[src/rtl/dcache_fill_if.sv]
// Signal bundle between the D-cache miss controller, the MEM stage and main memory.
// The master side is the fill controller; the slave side is its environment.
interface dcache_fill_if #(
    parameter int MISS_CNT_W = 16
);
    logic                  miss_detected;
    logic [15:0]           miss_address;
    logic                  victim_way;
    logic                  mem_data_valid;
    logic                  fsm_busy;
    logic                  mem_rd_en;
    logic [15:0]           mem_address;
    logic                  write_data_array;
    logic                  write_tag_array;
    logic [15:0]           cache_word_addr;
    logic                  fill_way;
    logic [MISS_CNT_W-1:0] miss_count;

    modport master (
        input  miss_detected, miss_address, victim_way, mem_data_valid,
        output fsm_busy, mem_rd_en, mem_address, write_data_array,
        output write_tag_array, cache_word_addr, fill_way, miss_count
    );

    modport slave (
        output miss_detected, miss_address, victim_way, mem_data_valid,
        input  fsm_busy, mem_rd_en, mem_address, write_data_array,
        input  write_tag_array, cache_word_addr, fill_way, miss_count
    );
endinterface

[src/rtl/dcache_fill_ctrl.sv]
// D-cache miss handler: stalls the pipeline, streams one block of word reads from
// main memory, steers returned words into the victim way and writes the tag at the end.
module dcache_fill_ctrl #(
    parameter int WORDS_PER_BLOCK = 8,
    parameter int MISS_CNT_W      = 16
) (
    input  logic          clk,
    input  logic          rst_n,
    dcache_fill_if.master bus
);
    typedef enum logic {IDLE, FILL} state_t;

    state_t                state_q, state_d;
    logic [15:0]           base_q;
    logic [3:0]            issue_cnt_q;
    logic [3:0]            ret_cnt_q;
    logic                  fill_way_q;
    logic                  rd_en_q;
    logic [15:0]           mem_addr_q;
    logic [MISS_CNT_W-1:0] miss_cnt_q;
    logic                  busy;
    logic                  wr_data;
    logic                  wr_tag;

    function automatic logic [MISS_CNT_W-1:0] sat_inc(input logic [MISS_CNT_W-1:0] v);
        return (&v) ? v : v + MISS_CNT_W'(1);
    endfunction

    // Word offsets never carry into bit 4, so OR-ing into the aligned base is exact.
    function automatic logic [15:0] word_addr(input logic [15:0] base, input logic [3:0] idx);
        return base | {12'b0, idx[2:0], 1'b0};
    endfunction

    always_comb begin
        state_d = state_q;
        busy    = 1'b0;
        wr_data = 1'b0;
        wr_tag  = 1'b0;
        case (state_q)
            IDLE: begin
                busy = bus.miss_detected;
                if (bus.miss_detected) state_d = FILL;
            end
            FILL: begin
                busy = 1'b1;
                if (bus.mem_data_valid) begin
                    wr_data = 1'b1;
                    if (ret_cnt_q == 4'(WORDS_PER_BLOCK - 1)) begin
                        wr_tag  = 1'b1;
                        state_d = IDLE;
                    end
                end
            end
            default: state_d = IDLE;
        endcase
    end

    // issue_cnt_q counts requests already placed on the registered request port,
    // so the first request leaves in the cycle right after detection.
    always_ff @(posedge clk or negedge rst_n) begin
        if (!rst_n) begin
            state_q     <= IDLE;
            base_q      <= '0;
            issue_cnt_q <= '0;
            ret_cnt_q   <= '0;
            fill_way_q  <= 1'b0;
            rd_en_q     <= 1'b0;
            mem_addr_q  <= '0;
            miss_cnt_q  <= '0;
        end else begin
            state_q <= state_d;
            case (state_q)
                IDLE: begin
                    if (bus.miss_detected) begin
                        base_q      <= bus.miss_address & 16'hFFF0;
                        fill_way_q  <= bus.victim_way;
                        issue_cnt_q <= 4'd1;
                        ret_cnt_q   <= 4'd0;
                        rd_en_q     <= 1'b1;
                        mem_addr_q  <= bus.miss_address & 16'hFFF0;
                        miss_cnt_q  <= sat_inc(miss_cnt_q);
                    end
                end
                FILL: begin
                    if (issue_cnt_q < 4'(WORDS_PER_BLOCK)) begin
                        rd_en_q     <= 1'b1;
                        mem_addr_q  <= word_addr(base_q, issue_cnt_q);
                        issue_cnt_q <= issue_cnt_q + 4'd1;
                    end else begin
                        rd_en_q <= 1'b0;
                    end
                    if (bus.mem_data_valid) ret_cnt_q <= ret_cnt_q + 4'd1;
                end
                default: ;
            endcase
        end
    end

    assign bus.fsm_busy         = busy;
    assign bus.mem_rd_en        = rd_en_q;
    assign bus.mem_address      = mem_addr_q;
    assign bus.write_data_array = wr_data;
    assign bus.write_tag_array  = wr_tag;
    assign bus.cache_word_addr  = word_addr(base_q, ret_cnt_q);
    assign bus.fill_way         = fill_way_q;
    assign bus.miss_count       = miss_cnt_q;
endmodule

[src/flat_wrapper.sv]
// flat-port wrapper written by rule: the top's interface ports become plain ports
module dcache_fill_ctrl_flat 
#(
    parameter int WORDS_PER_BLOCK = 8,
    parameter int MISS_CNT_W      = 16
)
  (clk, rst_n, bus_miss_detected, bus_miss_address, bus_victim_way, bus_mem_data_valid, bus_fsm_busy, bus_mem_rd_en, bus_mem_address, bus_write_data_array, bus_write_tag_array, bus_cache_word_addr, bus_fill_way, bus_miss_count);
  dcache_fill_if #(.MISS_CNT_W(MISS_CNT_W)) bus_i ();
  input  logic clk;
  input  logic rst_n;
  input wire logic [$bits(bus_i.miss_detected)-1:0] bus_miss_detected;
  input wire logic [$bits(bus_i.miss_address)-1:0] bus_miss_address;
  input wire logic [$bits(bus_i.victim_way)-1:0] bus_victim_way;
  input wire logic [$bits(bus_i.mem_data_valid)-1:0] bus_mem_data_valid;
  output wire logic [$bits(bus_i.fsm_busy)-1:0] bus_fsm_busy;
  output wire logic [$bits(bus_i.mem_rd_en)-1:0] bus_mem_rd_en;
  output wire logic [$bits(bus_i.mem_address)-1:0] bus_mem_address;
  output wire logic [$bits(bus_i.write_data_array)-1:0] bus_write_data_array;
  output wire logic [$bits(bus_i.write_tag_array)-1:0] bus_write_tag_array;
  output wire logic [$bits(bus_i.cache_word_addr)-1:0] bus_cache_word_addr;
  output wire logic [$bits(bus_i.fill_way)-1:0] bus_fill_way;
  output wire logic [$bits(bus_i.miss_count)-1:0] bus_miss_count;
  assign bus_i.miss_detected = bus_miss_detected;
  assign bus_i.miss_address = bus_miss_address;
  assign bus_i.victim_way = bus_victim_way;
  assign bus_i.mem_data_valid = bus_mem_data_valid;
  assign bus_fsm_busy = bus_i.fsm_busy;
  assign bus_mem_rd_en = bus_i.mem_rd_en;
  assign bus_mem_address = bus_i.mem_address;
  assign bus_write_data_array = bus_i.write_data_array;
  assign bus_write_tag_array = bus_i.write_tag_array;
  assign bus_cache_word_addr = bus_i.cache_word_addr;
  assign bus_fill_way = bus_i.fill_way;
  assign bus_miss_count = bus_i.miss_count;
  dcache_fill_ctrl #(.WORDS_PER_BLOCK(WORDS_PER_BLOCK), .MISS_CNT_W(MISS_CNT_W)) u_core (.clk(clk), .rst_n(rst_n), .bus(bus_i));
endmodule
[config.mk]
export PLATFORM = sky130hd
export DESIGN_NAME = dcache_fill_ctrl_flat
export DESIGN_NICKNAME = d
export VERILOG_FILES = /design/src/rtl/dcache_fill_if.sv /design/src/rtl/dcache_fill_ctrl.sv /design/src/flat_wrapper.sv
export SDC_FILE = /design/constraint.sdc
export NUM_CORES = 1
export LEC_CHECK = 0
export ABC_AREA = 1
export CAP_MARGIN = 20
export CORE_MARGIN = 3
export CORE_UTILIZATION = 53
export CTS_BUF_LIST = sky130_fd_sc_hd__clkbuf_8
export DETAILED_ROUTE_END_ITERATION = 6
export PLACE_DENSITY = 0.89
export SYNTH_ARGS = -nofsm -noshare
export SYNTH_HDL_FRONTEND = slang
export SYNTH_SLANG_ARGS = --single-unit
[constraint.sdc]
create_clock -name clk -period 4.4 [get_ports clk]
set_clock_uncertainty 0.1 [all_clocks]
set_input_delay 0.44 -clock clk [delete_from_list [all_inputs] [get_ports clk]]
set_output_delay 0.44 -clock clk [all_outputs]
set_load 0.01 [all_outputs]
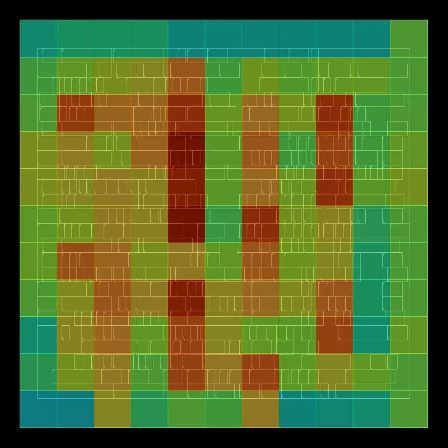
Fig. 1. Routing congestion (run 1).
M3 GR Usage: 6.738%
most used routing layer: met2
all-layer global routing usage: 21.97%
GR Util met2: 39.27%

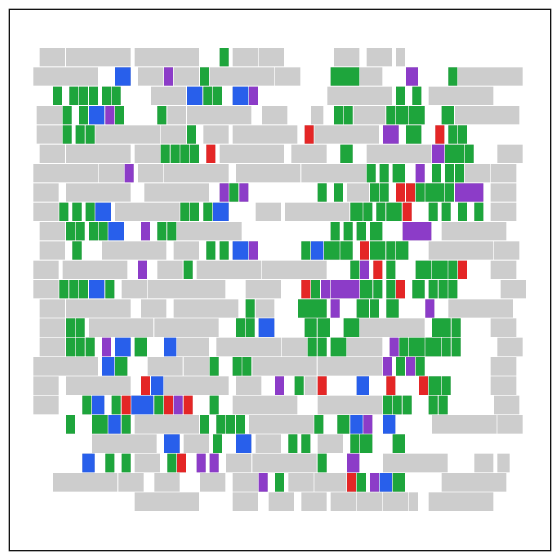
Fig. 2. Selected gate families (run 1).
legend:
  red:
    family: inverters
    cells: 20
    most_used: inv_1
  purple:
    family: NOR gates
    cells: 32
    most_used: nor2_1
  green:
    family: NAND gates
    cells: 169
    most_used: nand2_1
  blue:
    family: inverting AOI/OAI gates
    cells: 25
    most_used: a31oi_1

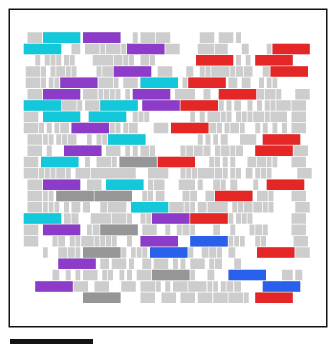
Fig. 3. Register map, names as in the netlist (run 1).
Scale bar: 20 microns. Other sequential cells in the stronger grey, the rest of the logic in the fainter grey.
legend:
  cyan:
    netlist_name: u_core.base_q
    sequential_cells: 12
  purple:
    netlist_name: u_core.bus.mem_address
    sequential_cells: 15
  blue:
    netlist_name: u_core.ret_cnt_q
    sequential_cells: 4
  red:
    netlist_name: u_core.bus.miss_count
    sequential_cells: 16
not coloured: 7

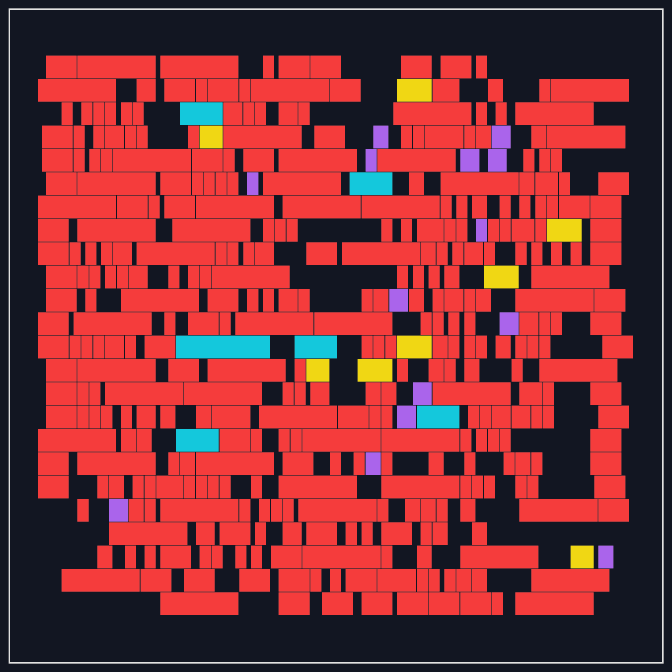
Fig. 4. Drive-strength map (run 1).
legend:
  purple:
    size: _2 cells
    cells: 14
    share: 3.6%
  yellow:
    size: _3 and _4 cells
    cells: 8
    share: 2.1%
  red:
    size: _0 and _1 cells
    cells: 357
    share: 93%
  cyan:
    size: _6 and larger
    cells: 6
    share: 1.6%

==> Slide: Implementation Results, run 1 <==
Physical Implementation Snapshot

Routing
  • Routed metal-1 wirelength: 2417 microns
  • DRT antenna net count: 0
  • DR vias: around 2,300
  • Initial DRC Count: 148
  • Met2 Wirelength: about 3100 microns
  • Pre-antenna DRT Iters: 4
  • Routed WL: ~6100 microns
  • WL met3: 447 microns
  • Top Layer Used: met4
  • DR vias/cell: 5.151
  • Avg WL per Cell: about 13 microns
  • Residual DRC: 0

CTS
  • CTS buffer count: 5
  • Post-CTS Resized: 0
  • Clock-pin transition on the worst setup and hold timing paths: 0.10 ns
  • Root Buffer: clkbuf_8
  • Hold-fix buffers, CTS: 0
  • Latest clock arrival within the worst-skew pair: 0.31 ns
  • CTS tree: built
  • Post-CTS setup buffer count: 0

Timing
  • Minimum clock period: ~2.5 ns
  • Maximum clock rate: roughly 390 MHz
  • Max-slew violations: 0
  • Slew @ Worst Pin: 0.6707 ns
  • Crit share post-route: slightly below 60%
  • Hold_ws: 0.1440 ns
  • Max_slew headroom: 55.28%
  • Final worst slack: ~1.9 ns
  • RSZ-0062 raised after global routing: no
  • Setup TNS: 0 ns
  • Final Hold Vio Count: 0
  • Final setup viols: 0

Critical path
  • R2r endpoint: u_core.bus.miss_count[13]
  • Worst reg2reg startpoint: u_core.state_q
  • Critical Path RT: 3.86 ns
  • Worst r2r path cells: 10
  • Critical path, cell by cell: buf_4 -> nand2_1 -> nor3_1 -> clkdlybuf4s50_1
  • Worst path slowest cell: clkdlybuf4s50_1
  • CP Launch Type: flip-flop
  • Slowest stage delay, CP: 0.60 ns
  • Crit end category: output port
  • Setup CP Type: reg -> out
  • Worst-path maximum fanout: 20
  • WP buf/inv: 2
  • Crit-path leading delay family: buffers and inverters

Final layout
  • Share of cells above drive strength 1: 7.273%
  • Area grow syn2layout: 30.06%
  • Layout Utilization: 74.50%
  • Non-clock buffer total of the final layout: around 70
  • Final Cell Area: 3378 sq um
  • Final-layout fill cell count: 340
  • Clkbuf count: 5
  • Commonest Layout Cell: nand2_1
  • Clock-cell share: 3.222%
  • MI comb cells: between 200 and 250
  • Final Non-Filler Cells: 450
  • Final Net Count: 408
  • Non-clock buffer contribution to total cell area: slightly above 20%
  • Flop count: 54
  • Logic area: 1074 sq um
  • Non-clock inverters: 20
  • Storage element area: 1351 sq um
  • Most numerous logic cells after layout: 131 x nand2_1, 66 x clkdlybuf4s50_1, 54 x dfrtp_1

Global route
  • Gr ovfl total: 0
  • First-pass GRT wire length: 10,410 microns
  • Initial antenna violation count: 0
  • Grt met1 use: 25.35%
  • Vias in the first global route: 2,303
  • Largest net degree at the start of global routing: 55

Pwr
  • Power Combinational: 800 uW
  • Clock network power: ~330 uW
  • P_seq: 814 uW
  • Pint: 1257 uW
  • Total Power Consumption: approximately 1900 uW
  • Max VDD drop: 0.4124 mV
  • Seq pwr share: 41.9%
  • Clock group share of total power: 16.9%
  • PwrDens: 574.8 nW/um^2
  • Leading power group: registers
  • Sw Ratio: 35.28%
  • Leak pwr: between 0.0015 and 0.002 uW
  • Logic gate share of total power: 41.2%

Logic synthesis
  • EDFF count, synth: 0
  • Synth Area in Adders: 1.445%
  • Most frequent cell after synthesis: nand2_1
  • Cell area after synthesis: 2597 sq um
  • Distinct lib cells: 25
  • Dominant cell area share: 52.02%
  • Main logic family: simple AND/OR/NAND/NOR gates
  • Post-Synthesis Cells: 321
  • Aoi share: 5.588%
  • Top area cell types: dfrtp_1 52%, nand2_1 19%, nand3_1 4.0%
  • Flops out of synthesis: 54
  • Ys flop type: dfrtp_1
  • Synth area leader: dfrtp_1
  • Post-synthesis async set-or-reset flop share: 100.0%
  • Synth warn: 0
  • Yosys cell count: approximately 320
  • Top cells by count, synth: 131 x nand2_1, 54 x dfrtp_1, 25 x nor2_1, 21 x nand3_1, 17 x inv_1
  • YS chip area: about 2600 sq um
  • Mux share: 0%
  • Syn_area_per_cell: 8.092 sq um
  • Yosys xor share: 0.6744%

Floorplan
  • CORE AREA: 4534 sq um
  • Die Ht: 76.01 microns
  • Horiz. Die Dim: roughly 76 microns
  • Rows: 24
  • TAP cells: 65
  • Initial Util: 57.28%
  • Top Ports: approximately 74
  • Total die size: 5777 sq um

Run
  • # Max-Cap Violations: 0

Placed design
  • Final Wtd Congestion: 0.8208
  • Setup WS pre-CTS: 1.848 ns
  • Post-DP HPWL: 4224 microns
  • Dpl cells: 442
  • Area after DPL: between 3000 and 4000 sq um
  • PortBufs: about 67

Worst hold path
  • Worst Hold Class: in -> async

Run status
  • Status: complete, no violations
## run 1: worst max-delay path by stage
stage | start | endpoint | slack (ns) | cells after the start
CTS | u_core.state_q | bus_write_tag_array | 1.87 | 4
floorplan | u_core.bus.miss_count[0] | u_core.bus.miss_count[0] | 2.78 | 8
global route | u_core.state_q | u_core.bus.miss_count[4] | 1.71 | 10
global placement | bus_miss_detected | u_core.bus.miss_count[13] | 1.87 | 9
detailed placement | bus_miss_detected | u_core.bus.miss_count[13] | 1.85 | 9
finish | u_core.state_q | bus_write_tag_array | 1.86 | 4
## run 1: state kept, by name, indices dropped and copies added (netlist names)
signal,flops
u_core.issue_cnt_q,4
u_core.state_q,1
u_core.bus.mem_address,15
u_core.bus.fill_way,1
u_core.base_q,12
u_core.bus.miss_count,16
u_core.bus.mem_rd_en,1
u_core.ret_cnt_q,4
==> inputs of run 2 (changes only) <==
--- a/config.mk
+++ b/config.mk
@@ -8,10 +8,10 @@
 export ABC_AREA = 1
 export CAP_MARGIN = 20
 export CORE_MARGIN = 3
-export CORE_UTILIZATION = 53
+export CORE_UTILIZATION = 49
 export CTS_BUF_LIST = sky130_fd_sc_hd__clkbuf_8
 export DETAILED_ROUTE_END_ITERATION = 6
-export PLACE_DENSITY = 0.89
+export PLACE_DENSITY = 0.83
 export SYNTH_ARGS = -nofsm -noshare
 export SYNTH_HDL_FRONTEND = slang
 export SYNTH_SLANG_ARGS = --single-unit
==> constraint.sdc (replaced) <==
create_clock -name clk -period 2.45 [get_ports clk]
set_clock_uncertainty 0.1 [all_clocks]
set_input_delay 0.245 -clock clk [delete_from_list [all_inputs] [get_ports clk]]
set_output_delay 0.245 -clock clk [all_outputs]
set_load 0.01 [all_outputs]
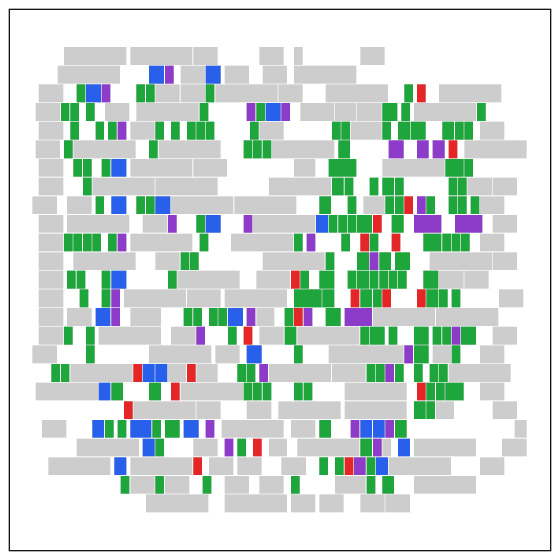
Fig. 5. Selected gate families (run 2).
legend:
  red:
    family: inverters
    cells: 20
    most_used: inv_1
  blue:
    family: inverting AOI/OAI gates
    cells: 25
    most_used: a31oi_1
  purple:
    family: NOR gates
    cells: 32
    most_used: nor2_1
  green:
    family: NAND gates
    cells: 169
    most_used: nand2_1

==> Slide: Implementation Results, run 2 <==
Physical Implementation Snapshot

Final layout
  • Most numerous logic cells after layout: 131 x nand2_1, 66 x clkdlybuf4s50_1, 54 x dfrtp_1
  • Max reg flops: 16
  • Area grow syn2layout: 31.41%
  • Final Cell Area: 3413 sq um
  • Antenna cell count: 0
  • Final Net Count: 411
  • Layout Utilization: between 60% and 70%
  • Commonest Layout Cell: nand2_1
  • Share of cells above drive strength 1: a little under 8%
  • Final Non-Filler Cells: 455

Placed design
  • Dpl cells: 446
  • PortBufs: 67
  • Area after DPL: 3287 sq um
  • Setup WS pre-CTS: 0.2997 ns
  • Final Wtd Congestion: between 0.8 and 0.9
  • Post-DP HPWL: 4239 microns

Critical path
  • Worst path slowest cell: clkdlybuf4s50_1
  • Setup CP Type: reg -> out
  • Worst-path maximum fanout: 5
  • WP data arrival: ~1.9 ns
  • WP buf/inv: 1
  • Reg-to-reg setup timing slack: 0.38 ns
  • CP Launch Type: flip-flop
  • Critical Path RT: 2.11 ns
  • Worst r2r path cells: 8
  • R2r endpoint: u_core.bus.miss_count[13]
  • Crit-path leading delay family: buffers and inverters
  • Crit end category: output port
  • Stages on the worst setup path: 4
  • CP Launch Point: u_core.ret_cnt_q[0]
  • Critical path, cell by cell: ha_1 -> nand2_1 -> nor3_1 -> clkdlybuf4s50_1
  • Critical path endpoint: bus_write_tag_array
  • Worst reg2reg startpoint: u_core.state_q
  • Slowest stage delay, CP: 0.60 ns

Logic synthesis
  • Synth warn: 0
  • Top cells by count, synth: 131 x nand2_1, 54 x dfrtp_1, 25 x nor2_1, 21 x nand3_1, 17 x inv_1
  • Ys flop type: dfrtp_1
  • Main logic family: simple AND/OR/NAND/NOR gates
  • Mux share: 0%
  • Dominant cell area share: 52.02%
  • Top area cell types: dfrtp_1 52%, nand2_1 19%, nand3_1 4.0%
  • Distinct lib cells: 25
  • Post-synthesis async set-or-reset flop share: 100.0%
  • Cell area after synthesis: 2597 sq um
  • Basic Gates by Area: 33.33%
  • Yosys xor share: 0.6744%
  • Most frequent cell after synthesis: nand2_1
  • EDFF count, synth: 0
  • Flops out of synthesis: 54
  • Post-Synthesis Cells: approximately 320
  • Synth area leader: dfrtp_1
  • Aoi share: 5.588%
  • Yosys cell count: between 300 and 400
  • YS chip area: approximately 2600 sq um
  • Syn_area_per_cell: about 8.1 sq um
  • Register share after synthesis: 52.02%
  • Synth Area in Adders: between 1 and 1.5%

Pwr
  • Leak pwr: 0.001561 uW
  • Total Power Consumption: 3498 uW
  • Max VDD drop: 0.5334 mV
  • PwrDens: slightly above 1000 nW/um^2

Timing
  • Crit share post-route: 91.87%
  • Final setup viols: 0
  • RSZ-0062 raised after global routing: no
  • Setup TNS: 0 ns
  • Final worst slack: 0.1993 ns
  • Minimum clock period: approximately 2.3 ns
  • Maximum clock rate: 444.3 MHz
  • Final Hold Vio Count: 0
  • Max-slew violations: 0
  • Hold_ws: roughly 0.19 ns

Global route
  • GR Util met2: 34.30%
  • Most used routing layer: met2
  • Gr ovfl total: 0
  • First-pass GRT wire length: 9956 microns
  • All-layer global routing usage: 20.09%
  • M3 GR Usage: 5.669%
  • Initial antenna violation count: 0
  • Largest net degree at the start of global routing: 30
  • Grt met1 use: 25.09%
  • Vias in the first global route: 2,235

CTS
  • Root Buffer: clkbuf_8
  • Max H-tree Level: 2
  • Post-CTS Resized: 0
  • Post-CTS setup buffer count: 0
  • CTS tree: built
  • Clock-pin transition on the worst setup and hold timing paths: 0.11 ns
  • Hold-fix buffers, CTS: 1
  • Latest clock arrival within the worst-skew pair: ~0.31 ns
  • Sink Count: 54
  • Clk buf depth: 2
  • CTS buffer count: 5

Floorplan
  • Total die size: about 6200 sq um
  • Die Ht: about 80 microns
  • CORE AREA: 4911 sq um
  • Rows: 25
  • Initial Util: between 50% and 60%
  • Top Ports: 74
  • Horiz. Die Dim: 78.81 microns

Routing
  • Initial DRC Count: 147
  • Routed WL: about 6000 microns
  • Pre-antenna DRT Iters: 4
  • DRT antenna net count: 0
  • DR vias: 2,320
  • DR vias/cell: around 5
  • Avg WL per Cell: 12.83 microns
  • Residual DRC: 0

Run
  • # Max-Cap Violations: 0
  • OpenROAD warning count: 30

Worst hold path
  • Worst Hold Class: in -> async

Run status
  • Status: complete, no violations
[run 2: cell count changes in the layout (fill, tap and decap cells not counted)]
cell,change
buf_4,+2
dlygate4sd3_1,+1
clkinv_4,+1
clkinv_2,-2
inv_6,+1
[run 2: area by class of cell]
| cell class | instances | area [sq um] |
|---|---|---|
| inverter | 20 | 75.07 |
| clock inverter | 3 | 47.55 |
| sequential | 54 | 1351 |
| timing repair buffer | 73 | 713.2 |
| fill | 401 | 1498 |
| tap | 67 | 83.83 |
| multi-input combinational | 233 | 1074 |
| clock buffer | 5 | 68.82 |
[run 2: power by group]
part           internal [uW]  switching, uW
Sequential              1220            244
Combinational            741            672
Clock                    310            314
Total                   2270           1230
[run 2: per-layer routing]
metal	up-vias	part of all wire, %
met5	-	0
met4	0	0.55
met3	4	7.1
met2	69	49
met1	1107	44
li1	1140	-
Power figures rest on the tool's default switching activity, not on a simulated workload.
